File: src/rtl/fpu_pkg.sv
// fpu_pkg: shared FP32 field helpers, constants, classify function and multiplier state enum.
package fpu_pkg;
  localparam logic [31:0] FP_QNAN    = 32'h7FC00000;
  localparam int          FP_BIAS    = 127;
  localparam logic [7:0]  FP_EXP_MAX = 8'hFF;
  typedef enum logic [1:0] {IDLE, MUL, NORM, DONE} fmul_state_t;
  typedef struct packed {
    logic is_nan;
    logic is_inf;
    logic is_zero;
  } fp_class_t;
  function automatic logic fp_sign(input logic [31:0] x);
    return x[31];
  endfunction
  function automatic logic [7:0] fp_exp(input logic [31:0] x);
    return x[30:23];
  endfunction
  function automatic logic [22:0] fp_man(input logic [31:0] x);
    return x[22:0];
  endfunction
  // exp==0 counts as zero: denormals are flushed
  function automatic fp_class_t fp_classify(input logic [31:0] x);
    fp_class_t c;
    c.is_nan  = fp_exp(x) == FP_EXP_MAX && fp_man(x) != 23'd0;
    c.is_inf  = fp_exp(x) == FP_EXP_MAX && fp_man(x) == 23'd0;
    c.is_zero = fp_exp(x) == 8'd0;
    return c;
  endfunction
endpackage

File: src/rtl/fpu_mul_pp_step.sv
// fpu_mul_pp_step: one shift-add step, adds BITS_PER_CYCLE partial products at the top and shifts right.
module fpu_mul_pp_step #(
  parameter int BITS_PER_CYCLE = 1
) (
  input  logic [47:0]               acc,
  input  logic [23:0]               ma,
  input  logic [BITS_PER_CYCLE-1:0] mb,
  output logic [47:0]               acc_nx
);
  localparam int W = 48 + BITS_PER_CYCLE;
  logic [W-1:0] sum;
  // accumulator holds A*B_consumed scaled so the shift never drops set bits
  always_comb begin
    sum = W'(acc);
    for (int i = 0; i < BITS_PER_CYCLE; i++) sum = sum + (mb[i] ? W'(ma) << (24 + i) : '0);
    acc_nx = 48'(sum >> BITS_PER_CYCLE);
  end
endmodule

File: src/rtl/fpu_mul_seq.sv
// fpu_mul_seq: sequential shift-add IEEE-754 single-precision multiplier with valid/ready handshake.
module fpu_mul_seq
  import fpu_pkg::*;
#(
  parameter int BITS_PER_CYCLE = 1
) (
  input  logic        clk,
  input  logic        rst_n,
  input  logic        in_valid,
  output logic        in_ready,
  input  logic [31:0] a,
  input  logic [31:0] b,
  output logic        out_valid,
  input  logic        out_ready,
  output logic [31:0] result,
  output logic        flag_invalid,
  output logic        flag_overflow,
  output logic        flag_underflow
);
  localparam int N = 24 / BITS_PER_CYCLE;
  fmul_state_t state, state_nx;
  logic sgn, sgn_in, special, spec_inv, ovf, unf;
  logic [7:0] ea, eb;
  logic [23:0] ma, mb;
  logic [47:0] acc, acc_nx;
  logic [4:0] cnt;
  logic [31:0] spec_res, norm_res;
  logic [22:0] man;
  logic signed [9:0] e;
  fp_class_t ca, cb;
  assign ca = fp_classify(a);
  assign cb = fp_classify(b);
  assign sgn_in = fp_sign(a) ^ fp_sign(b);
  assign special = ca.is_nan | cb.is_nan | ca.is_inf | cb.is_inf | ca.is_zero | cb.is_zero;
  assign spec_inv = ca.is_nan | cb.is_nan | (ca.is_inf & cb.is_zero) | (ca.is_zero & cb.is_inf);
  assign spec_res = spec_inv ? FP_QNAN : (ca.is_inf | cb.is_inf) ? {sgn_in, FP_EXP_MAX, 23'd0} : 32'd0;
  assign e = $signed({2'b0, ea} + {2'b0, eb} + {9'd0, acc[47]} - 10'(FP_BIAS));
  assign man = acc[47] ? acc[46:24] : acc[45:23];
  assign ovf = e >= 10'sd255;
  assign unf = e <= 10'sd0;
  assign norm_res = ovf ? {sgn, FP_EXP_MAX, 23'd0} : unf ? 32'd0 : {sgn, e[7:0], man};
  fpu_mul_pp_step #(.BITS_PER_CYCLE(BITS_PER_CYCLE)) u_step (
    .acc    (acc),
    .ma     (ma),
    .mb     (mb[BITS_PER_CYCLE-1:0]),
    .acc_nx (acc_nx)
  );
  always_ff @(posedge clk or negedge rst_n)
    if (!rst_n) state <= IDLE;
    else state <= state_nx;
  always_comb begin
    state_nx = state;
    in_ready = state == IDLE;
    out_valid = state == DONE;
    unique case (state)
      IDLE: if (in_valid) state_nx = special ? DONE : MUL;
      MUL:  if (cnt == 5'(N - 1)) state_nx = NORM;
      NORM: state_nx = DONE;
      DONE: if (out_ready) state_nx = IDLE;
    endcase
  end
  always_ff @(posedge clk or negedge rst_n)
    if (!rst_n) begin
      {sgn, ea, eb, ma, mb, acc, cnt} <= '0;
      {result, flag_invalid, flag_overflow, flag_underflow} <= '0;
    end else if (state == IDLE && in_valid) begin
      sgn <= sgn_in;
      ea <= fp_exp(a);
      eb <= fp_exp(b);
      ma <= {1'b1, fp_man(a)};
      mb <= {1'b1, fp_man(b)};
      acc <= '0;
      cnt <= '0;
      if (special) {result, flag_invalid, flag_overflow, flag_underflow} <= {spec_res, spec_inv, 2'b00};
    end else if (state == MUL) begin
      acc <= acc_nx;
      mb <= mb >> BITS_PER_CYCLE;
      cnt <= cnt + 5'd1;
    end else if (state == NORM) begin
      {result, flag_invalid, flag_overflow, flag_underflow} <= {norm_res, 1'b0, ovf, unf};
    end
endmodule
File: config.mk
export PLATFORM = sky130hd
export DESIGN_NAME = fpu_mul_seq
export DESIGN_NICKNAME = d
export VERILOG_FILES = /design/src/rtl/fpu_pkg.sv /design/src/rtl/fpu_mul_pp_step.sv /design/src/rtl/fpu_mul_seq.sv
export SDC_FILE = /design/constraint.sdc
export NUM_CORES = 1
export LEC_CHECK = 0
export CAP_MARGIN = 20
export CORE_ASPECT_RATIO = 0.75
export CORE_UTILIZATION = 40
export CTS_CLUSTER_DIAMETER = 150
export CTS_CLUSTER_SIZE = 10
export DETAILED_ROUTE_END_ITERATION = 6
export PLACE_DENSITY = 0.68
export SLEW_MARGIN = 10
export SYNTH_ARGS = -nofsm -noshare
export SYNTH_HDL_FRONTEND = slang
export SYNTH_SLANG_ARGS = --single-unit
File: constraint.sdc
create_clock -name clk -period 4.6 [get_ports clk]
set_clock_uncertainty 0.2 [all_clocks]
set_input_delay 0.69 -clock clk [delete_from_list [all_inputs] [get_ports clk]]
set_output_delay 0.69 -clock clk [all_outputs]
set_load 0.05 [all_outputs]
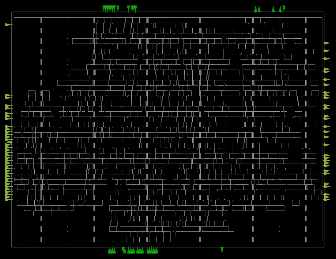
*Cell outlines without signal wires*
inserted tap cell count: 247
final core occ: 0.512
num rows: 43

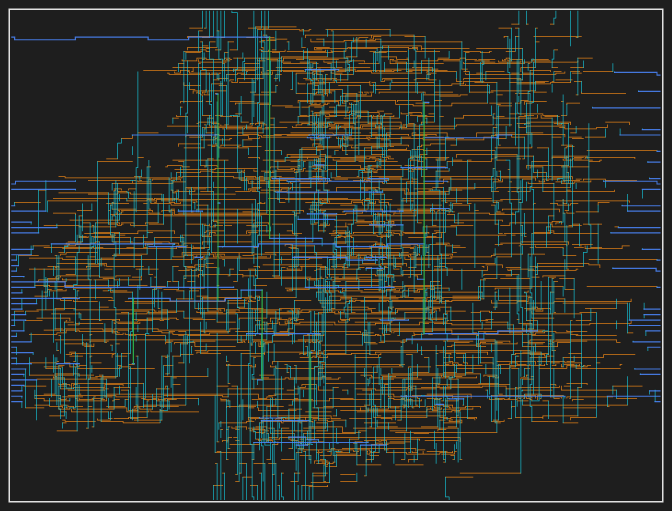
*Signal wires by layer*
[blue] metal 3 | wire length: 1,090 um
[green] metal 4 | wire length: 216 um
[orange] metal 1 | wire length: 10,100 um
[cyan] metal 2 | wire length: 6,910 um

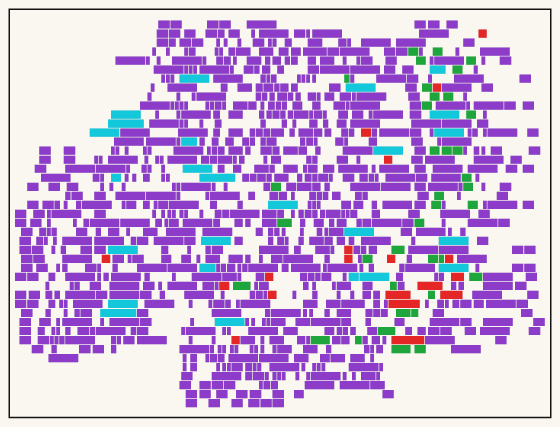
*Cell sizes after repair*
[cyan] _6 and larger | cells: 25 | share: 2.7% | most used: clkbuf_16
[purple] _0 and _1 cells | cells: 856 | share: 91% | most used: nand2_1
[red] _3 and _4 cells | cells: 19 | share: 2.0% | most used: buf_4
[green] _2 cells | cells: 37 | share: 3.9% | most used: o21ai_2
final standard cell area without fillers: 0.00962 mm^2
count of buffers not belonging to the clock network in the layout: 111
final worst setup slack: 1.07 ns
Synth-to-Final Area Change: 23.8%

==> Slide: Implementation Results <==
Synthesis and Place & Route Summary

Logic synthesis
  • Xor-xnor portion of the synthesized cell area: 0.0316
  • Synth area leader: sky130_fd_sc_hd__dfrtp_1
  • Cell area after synthesis: approximately 0.0078 mm^2
  • Area fraction in full adders, half adders and majority gates: 0.0776
  • Seq/Total Area, Yosys: 0.425
  • Synth top area share: 0.425
  • Post-Synth Simple-Gate Area: 0.204
  • Mean area per synthesized cell: around 9.3 um^2
  • Share of flip-flops with an asynchronous set or reset: 1.00
  • Mapped Nets: roughly 950
  • Number of cells in the yosys synthesis report: approximately 830
  • Most used flip-flop cell: sky130_fd_sc_hd__dfrtp_1
  • Dominant kind of combinational cell: simple AND/OR/NAND/NOR gates
  • AND-OR/OR-AND share of the synthesized area: 0.151
  • Top post-synthesis cells by area: sky130_fd_sc_hd__dfrtp_1, sky130_fd_sc_hd__nand2_1, sky130_fd_sc_hd__mux2i_1
  • Synth Warn #: 0
  • MUX share of area: 0.0776
  • Yosys stat area: between 0.007 and 0.008 mm^2
  • Unique masters post-synth: 67

Job
  • OpenROAD warnings: 29
  • Total of max-cap violations: 0

STA
  • Hold Violations, Final: 0
  • Total Neg Setup Slack: 0 ns
  • Total setup violations reported at the end of the flow: 0
  • Top achievable clock speed: around 280 MHz
  • Post-layout min period: ~3.5 ns
  • Part of the cycle the worst path needs: 0.767
  • Max_slew headroom: 0.388
  • Actual transition at the worst max-transition pin: between 0.9 and 1 ns
  • Post-route worst hold slack: around 0.18 ns
  • Setup repair after global routing missed its margin: no
  • Final-report max-slew violation count: 0

Place
  • Dpl cell area: between 0.008 and 0.009 mm^2
  • I/O Buffers: roughly 100
  • Setup Slack @ Placement: ~1.1 ns
  • Estimated wirelength of the detail-placed design: ~14,000 um
  • Placer congestion estimate: just under 0.9
  • Cell count after placement: between 1,000 and 1,500

Clock tree
  • Post_cts resized: 0
  • Hold buffer count at cts: 0
  • H-Tree Depth: 4
  • Buffers inserted during post-CTS setup optimization: 0
  • Number of buffers inserted during clock tree synthesis: 17
  • Clock edge transition at the registers on the reported setup and hold paths: 0.06 ns
  • CTS root buffer: sky130_fd_sc_hd__clkbuf_16
  • CTS Buffer Depth: 2
  • Worst skew pair latency: around 0.42 ns

Detailed routing
  • Detailed-router iteration count before antenna repair: 5
  • Remaining antenna violation count: 0
  • Total number of vias: around 6,200
  • Starting DRC count in detailed routing: approximately 380
  • Average routed wire per standard cell: roughly 15 um
  • DRC viols: 0
  • Vias/cell: 5.24

Worst setup path
  • Critical Setup Path Class: reg -> reg
  • Worst path arrival time: about 3.6 ns
  • Startpoint type of the worst setup path: flip-flop
  • Crit path required time: roughly 4.7 ns
  • Category of the worst setup path capture point: flip-flop
  • CP Max Fanout: 22

Power and ir drop
  • Static leakage: about 4.3 nW
  • Share of power burned in the clock network: 0.193
  • Internal power: approximately 0.004 W
  • Net switching fraction of the power: 0.446
  • Areal power density over the cells: approximately 770 mW/mm^2
  • Net switching power of the design: roughly 0.0033 W
  • Worst ir drop on vdd: about 0.33 mV
  • Total power draw: about 0.0074 W
  • Sequential Power Share: 0.282
  • Part of the power in combinational logic: 0.526

GRT
  • Antenna violations before repair: 0
  • Overflow after GRT: 0
  • Combined global-route utilization of all metal layers: 0.195
  • Pin count of the biggest net entering global routing: 83

Floorplan
  • Area of the chip: 0.0200 mm^2
  • I/O pin count: around 110
  • CORE AREA: 0.0188 mm^2
  • Floorplan-stage core utilization: 0.414

Final layout
  • Seq. cell area: about 0.0033 mm^2
  • Final Non-Filler Cells: approximately 1,200
  • Post-layout nets: 1,039
  • Most numerous logic cell after layout: sky130_fd_sc_hd__nand2_1
  • Number of filler cells placed in the layout: approximately 1,800
  • Ant diodes: 0
  • Top cells excl fill/tap: sky130_fd_sc_hd__nand2_1, sky130_fd_sc_hd__dfrtp_1, sky130_fd_sc_hd__clkdlybuf4s50_1, sky130_fd_sc_hd__mux2i_1, sky130_fd_sc_hd__o21ai_0
  • Gate Area: 0.00422 mm^2
  • Layout cells sized above 1: 0.0864

Worst hold path
  • Type of the most critical hold path: in -> async

Outcome
  • Status: completed
[cell families (layout without fill, tap and decap cells)]
| kind of cell | Yosys count | in the layout |
|---|---|---|
| buf+inv | 60 | 164 |
| xor+xnor | 25 | 25 |
| fa+ha+maj | 47 | 47 |
| simple gates | 338 | 338 |
| compound gates | 171 | 171 |
| flops | 132 | 132 |
| mux | 60 | 60 |
[state kept, by name, summed over array words and instances, names as in the netlist]
register and cells:
result 32, acc 25, ma 24, mb 24, ea 8, eb 8
cnt 5, state 2, flag_invalid 1, flag_overflow 1, flag_underflow 1, sgn 1
[power by group through the flow]
stage | Sequential [W] | Clock, W | Combinational [W]
after floorplan | 0.00236 | 0 | 0.00258
after global placement | 0.00208 | 0 | 0.00378
after detailed placement | 0.00209 | 0 | 0.00386
after CTS | 0.00207 | 0.00144 | 0.00388
after global routing | 0.00215 | 0.00148 | 0.00428
final | 0.00208 | 0.00142 | 0.00388
[path summary, 6_finish.rpt]
kind / startpoint / endpoint / slack [ns] / cells past startpoint
min in group clk: ma[23]$_DFFE_PN0P_ / ma[23]$_DFFE_PN0P_ / 0.27 / 1
hold / removal: rst_n / result[5]$_DFFE_PN0P_ / 0.18 / 1
max in group asynchronous: rst_n / ea[0]$_DFFE_PN0P_ / 3.07 / 2
hold reg to reg: ma[23]$_DFFE_PN0P_ / ma[23]$_DFFE_PN0P_ / 0.27 / 1
setup reg to reg: acc[47]$_DFFE_PN0P_ / result[11]$_DFFE_PN0P_ / 1.07 / 13
setup / recovery: acc[47]$_DFFE_PN0P_ / result[11]$_DFFE_PN0P_ / 1.07 / 13
[synth_stat cells (all sizes together) (6+ instances only)]
library cell  number
a211oi             6
a21o               9
a21oi             34
a221o              6
a31oi              6
and2              30
buf                6
clkbuf            33
dfrtp            132
ha                45
inv               21
mux2i             58
nand2            186
nand2b             8
nand3             10
nand3b             6
nand4             15
nor2              38
nor3              11
nor4              18
o21ai             80
xnor2             16
xor2               9
[worst max-delay path: stages, from the launching register on]
cell and delay, ns:
sky130_fd_sc_hd__dfrtp_1 0.35, sky130_fd_sc_hd__inv_1 0.05, sky130_fd_sc_hd__ha_1 0.26, sky130_fd_sc_hd__inv_1 0.04
sky130_fd_sc_hd__ha_1 0.20, sky130_fd_sc_hd__fa_1 0.42, sky130_fd_sc_hd__a21oi_1 0.26, sky130_fd_sc_hd__o221ai_1 0.16
sky130_fd_sc_hd__a21oi_1 0.24, sky130_fd_sc_hd__nor2_1 0.14, sky130_fd_sc_hd__nor4_4 0.38, sky130_fd_sc_hd__a31oi_4 0.20
sky130_fd_sc_hd__nand2_4 0.33, sky130_fd_sc_hd__o21ai_0 0.15
[area by class of cell]
| type | instances | share of cell area |
|---|---|---|
| Inverter | 21 | 0.00820 |
| Timing Repair Buffer | 111 | 0.113 |
| Multi-Input combinational cell | 641 | 0.438 |
| Clock buffer | 21 | 0.0489 |
| Tap cell | 247 | 0.0321 |
| Sequential cell | 132 | 0.343 |
| Clock inverter | 11 | 0.0155 |
[metal layers]
layer  routed length [um]  global-route usage  vias to the layer above
met5                    0                   0                        -
met4                  215              0.0561                        0
met3                 1080              0.0439                       19
met2                 6910               0.248                      157
met1                10100               0.316                     2905
li1                     -                   -                     3123
Power and IR drop assume default switching activity.
